`src/rtl/iob_indir_mp.sv`:
```
// iob_indir_mp: multi-read-port indirect I/O buffer with per-entry ready bits, flush and ready count
module iob_indir_mp #(
  parameter int ADDR_WIDTH = 6,
  parameter int ADDR_COUNT = 64,
  parameter int DATA_WIDTH = 65,
  parameter int RD_PORTS   = 2
) (
  input  logic                             clk,
  input  logic                             rst,
  input  logic [RD_PORTS-1:0]              read_clkEn,
  input  logic [RD_PORTS*ADDR_WIDTH-1:0]   read_addr,
  output logic [RD_PORTS*DATA_WIDTH-1:0]   read_data,
  output logic [RD_PORTS-1:0]              read_ready,
  input  logic [ADDR_WIDTH-1:0]            write_addr,
  input  logic [DATA_WIDTH-1:0]            write_data,
  input  logic                             write_wen,
  input  logic [ADDR_WIDTH-1:0]            writeI_addr,
  input  logic                             writeI_ready,
  input  logic                             writeI_wen,
  input  logic                             flush,
  output logic [ADDR_WIDTH:0]              ready_cnt
);
  localparam logic [ADDR_WIDTH:0] LP_LIM = (ADDR_WIDTH+1)'(ADDR_COUNT);
  logic [DATA_WIDTH-1:0] r_ram [ADDR_COUNT];
  logic [ADDR_COUNT-1:0] r_rdy, w_rdy_nxt;
  logic [ADDR_WIDTH-1:0] r_raddr [RD_PORTS];
  logic [ADDR_WIDTH:0]   r_cnt, w_cnt;
  logic                  w_wr_ok, w_wi_ok;
  assign w_wr_ok   = write_wen && ({1'b0, write_addr} < LP_LIM);
  assign w_wi_ok   = writeI_wen && ({1'b0, writeI_addr} < LP_LIM);
  assign ready_cnt = r_cnt;
  // flush < data write < indirect write; count taken from next state so it never lags
  always_comb begin
    w_rdy_nxt = flush ? '0 : r_rdy;
    if (w_wr_ok) w_rdy_nxt[write_addr] = 1'b1;
    if (w_wi_ok) w_rdy_nxt[writeI_addr] = writeI_ready;
    w_cnt = '0;
    for (int i = 0; i < ADDR_COUNT; i++) w_cnt = w_cnt + (ADDR_WIDTH+1)'(w_rdy_nxt[i]);
  end
  always_ff @(posedge clk or negedge rst) begin
    if (!rst) begin
      r_rdy <= '0;
      r_cnt <= '0;
      for (int p = 0; p < RD_PORTS; p++) r_raddr[p] <= '0;
    end else begin
      r_rdy <= w_rdy_nxt;
      r_cnt <= w_cnt;
      for (int p = 0; p < RD_PORTS; p++)
        if (read_clkEn[p]) r_raddr[p] <= read_addr[p*ADDR_WIDTH +: ADDR_WIDTH];
    end
  end
  always_ff @(posedge clk) begin
    if (w_wr_ok) r_ram[write_addr] <= write_data;
  end
  genvar g;
  for (g = 0; g < RD_PORTS; g++) begin : g_rd
    logic w_ok;
    assign w_ok = {1'b0, r_raddr[g]} < LP_LIM;
    assign read_data[g*DATA_WIDTH +: DATA_WIDTH] = w_ok ? r_ram[r_raddr[g]] : '0;
    assign read_ready[g] = w_ok && r_rdy[r_raddr[g]];
  end
endmodule

```
`config.mk`:
```
export PLATFORM = sky130hd
export DESIGN_NAME = iob_indir_mp
export DESIGN_NICKNAME = d
export VERILOG_FILES = /design/src/rtl/iob_indir_mp.sv
export SDC_FILE = /design/constraint.sdc
export NUM_CORES = 2
export LEC_CHECK = 0
export CAP_MARGIN = 10
export CORE_UTILIZATION = 30
export CTS_BUF_LIST = sky130_fd_sc_hd__clkbuf_2
export DETAILED_ROUTE_END_ITERATION = 12
export HOLD_SLACK_MARGIN = 0.08
export SLEW_MARGIN = 20
export SYNTH_ARGS = -nofsm -noshare
export SYNTH_HDL_FRONTEND = slang
export SYNTH_MEMORY_MAX_BITS = 65536
export SYNTH_SLANG_ARGS = --single-unit
```
`constraint.sdc`:
```
create_clock -name clk -period 7 [get_ports clk]
set_input_delay 0.7 -clock clk [delete_from_list [all_inputs] [get_ports clk]]
set_output_delay 0.7 -clock clk [all_outputs]
set_load 0.02 [all_outputs]
```
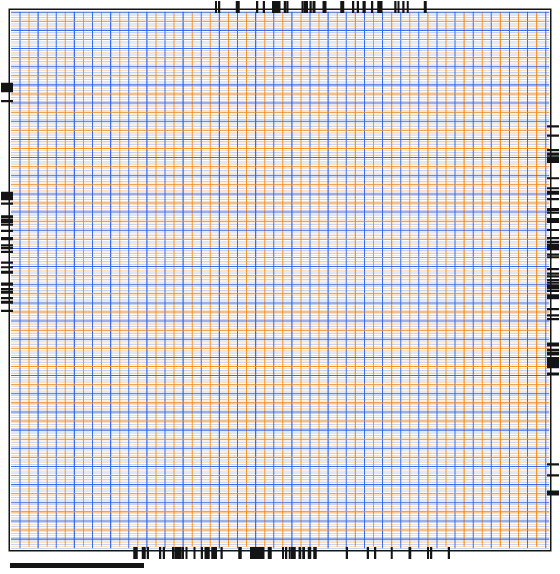
Fig. 1. Supply network.
The bar under the picture is 200 um long. Pins as bars on the die edge.
[VDD] orange
[VSS] blue
rows: 295
met5 straps: 59
met1 rails: 296

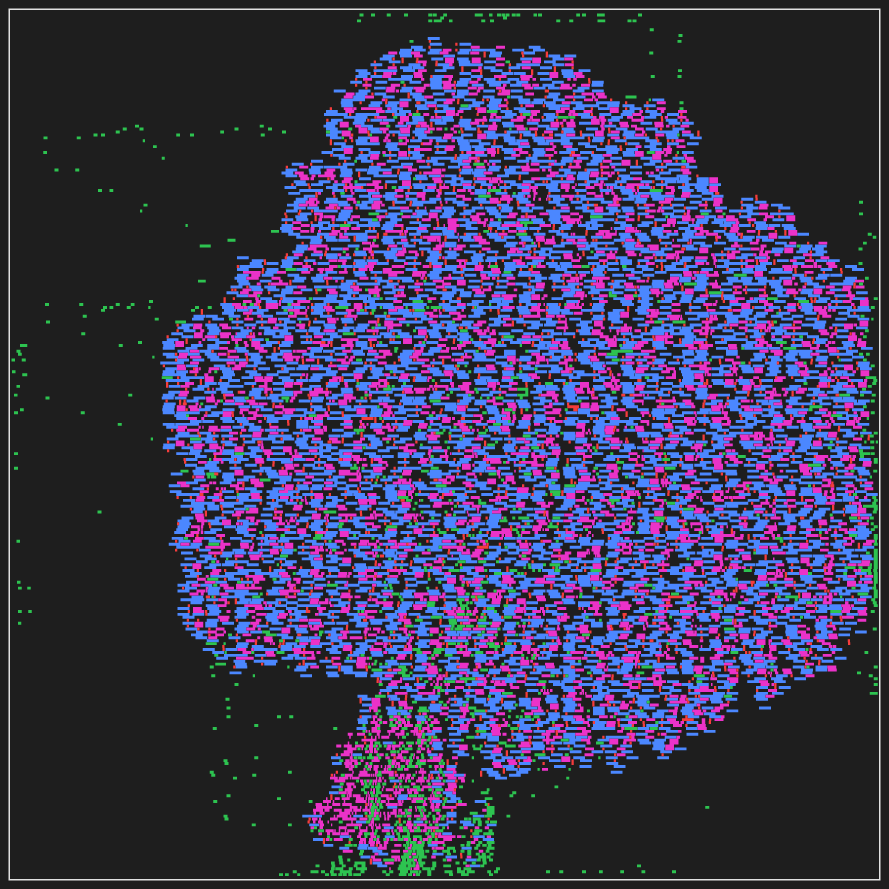
Fig. 2. Placement by cell class.
[remaining logic cells] magenta | cells: 4380 | share of their area: 30%
[clock drivers and dummy loads] red | cells: 1826 | share of their area: 4.1%
[registers] blue | cells: 4243 | share of their area: 59%
[remaining buffers and delay cells] green | cells: 1378 | share of their area: 7.0%
area of the placeable core: 647000 um2
utilization after layout: 0.353

==> results.toml <==
# generated from flow reports
[placement]
dpl-instance-area_um2 = 211000
place.gp.congestion = 0.876

[final_timing]
layout_min_cycle_time_ps = 6970
report.final.slew_viol_count = 0
maximum_clock_rate_mhz = 143
fin_crit_sh = 0.996

[finish]
share_of_cells_above_drive_strength_1 = 0.418
layout_top_cell = "edfxtp_1"
instances_no_fill = 20500

[route]
route.final.wire_length_um = 768000

[power_and_ir_drop]
internal_power_mw = 38.5
seq_power_share = 0.509
power.share.combinational = 0.191

[logic_synthesis]
synth_cell_types = 55
post_synth.cell_area_avg_um2 = 20.7
netlist_area_um2 = 195000
number_of_enable_type_register_cells_in_the_synthesized_netlist = 4160
postSynthNetCount = 9571
synth.yosys.warnings = 0

[grt]
grtUsageTotal = 0.229

[run_status]
status = "finished, final reports clean"

[clock_network]
cts_root_buf = "clkbuf_2"
clock_tree_from_tritoncts = "yes"

[flow_run]
max_cap_violations = 0

[setup_path]
reg2reg_setup_slack_ps = 570
crit_chain = "buf_4, buf_16, mux4_2, a22o_1, nor3_1, a311oi_4, clkdlybuf4s50_1"
worstSetupStartpointType = "flip-flop"

[floorplanning]
die_area_um2 = 654000
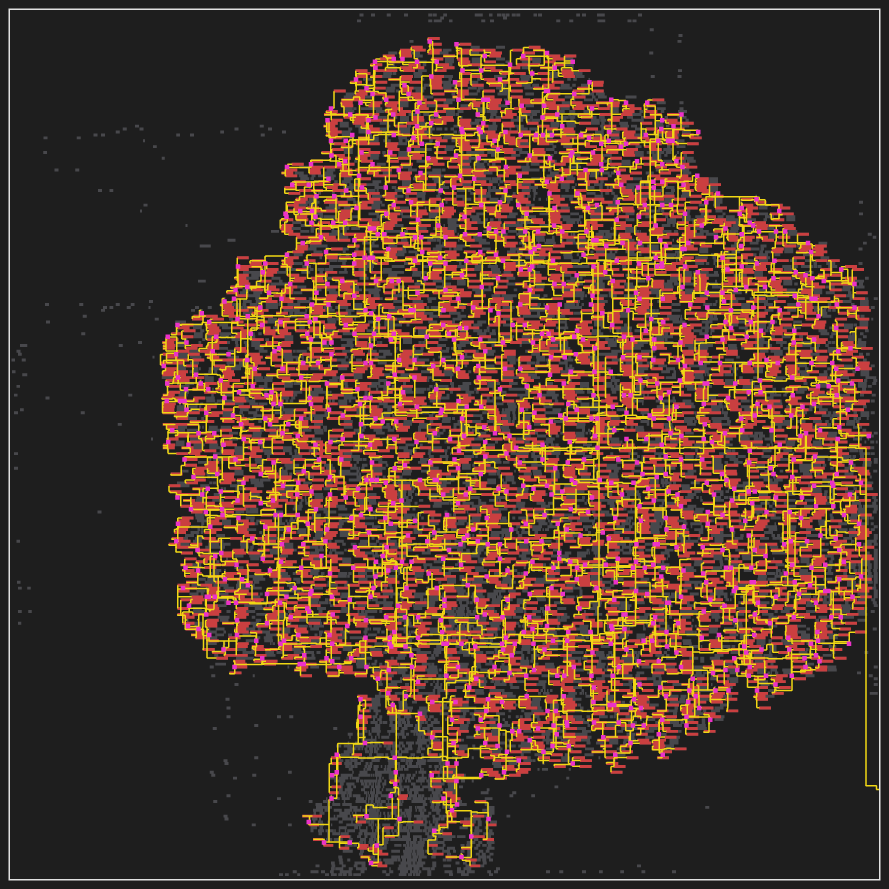
Fig. 3. Routed clock nets over the placement.
[clock-net drivers] magenta | count: 1148
[clock wires] yellow | length: 60.0 mm
[flip-flops] red | count: 4243
routed clock nets: 1149

per-layer routing:
metal,track usage,vias up,part of all wire
met2,0.367,9924,0.47
met4,0.127,52,0.061
met5,0,-,0.00046
met3,0.0655,2102,0.12
li1,-,45900,-
met1,0.281,66400,0.35
worst paths after layout:
kind	from	to	depth (start not counted)
worst max register to register	r_rdy[15]	ready_cnt[6]	20
worst min-delay path	writeI_addr[2]	r_rdy[15]	8
worst max-delay path	r_raddr[7]	read_data[47]	7
min in group asynchronous	rst	r_raddr[9]	6
max in group asynchronous	rst	r_raddr[3]	7
worst min register to register	r_rdy[37]	r_rdy[37]	2
synthesized netlist by cell type, drive strengths merged, types with 43 or more instances:
master	n	area share
nand2	132	0.0025
o221ai	49	0.0022
a21oi	173	0.0044
edfxtp	4160	0.64
mux4	2108	0.24
nand3	64	0.0016
inv	59	0.0011
nor2	250	0.0048
a22o	218	0.0098
fa	54	0.0055
mux2	43	0.0025
dfrtp	83	0.011
mux2i	185	0.0095
a221oi	270	0.012
o22ai	304	0.0097
buf	479	0.016
a32oi	43	0.0019
a22oi	128	0.0049
clkbuf	315	0.0061
worst max-delay path: cells and delay by family (launching register included):
family | cells | cell delay [ps]
AOI/OAI and AO/OA | 2 | 350
and+or+nand+nor | 1 | 450
muxes | 1 | 470
DFF | 1 | 730
buffers and inverters | 3 | 1410
flip-flops by register name (all words and copies together) (netlist names):
| signal | count |
|---|---|
| r_rdy | 64 |
| ready_cnt | 7 |
| r_raddr | 12 |
| r_ram | 4160 |
metrics by stage:
stage	total power, mW	hold slack, ps	setup slack, ps
after global placement	38.3	646	-895
after global routing	57.2	76.7	-49.3
final	55.4	91.3	28.0
after floorplan	34.2	404	-1090
after CTS	55.5	90.9	-45.3
after detailed placement	38.3	661	-899
cell type report:
cell class                 instances  share of cell area
antenna                           90            0.000987
clock buffer                    1562              0.0343
clock inverter                   264             0.00508
inverter                          59            0.000971
multi-input combinational       4321               0.288
sequential                      4243               0.557
tap                             8613              0.0472
timing repair buffer            1378              0.0665
cell families (layout without fill, tap and decap cells):
kind of cell	Yosys count	count (layout)
xor gates and xnor gates	4	4
and+or+nand+nor	549	561
muxes	2336	2336
DFF	4243	4243
AOI/OAI and AO/OA	1351	1351
other	0	90
buffers and inverters	853	3263
adders and majority gates	69	69
power groups by stage:
stage / Clock (mW) / Sequential [mW] / Combinational, mW
after global routing: 18.0 / 28.2 / 10.9
after global placement: 0 / 28.8 / 9.52
after floorplan: 0 / 28.7 / 5.47
after CTS: 16.8 / 28.2 / 10.5
after detailed placement: 0 / 28.8 / 9.52
final: 16.6 / 28.2 / 10.6
what timing repair did:
action                                   CTS  global route
cloned                                    29             1
gates resized                            246            34
endpoints found under the setup margin   132            23
pin swaps                                 11             4
hold buffers                             377            12
endpoints found under the hold margin   6880            41
setup buffers                             89             8
Power is estimated from default activity; no workload was simulated.
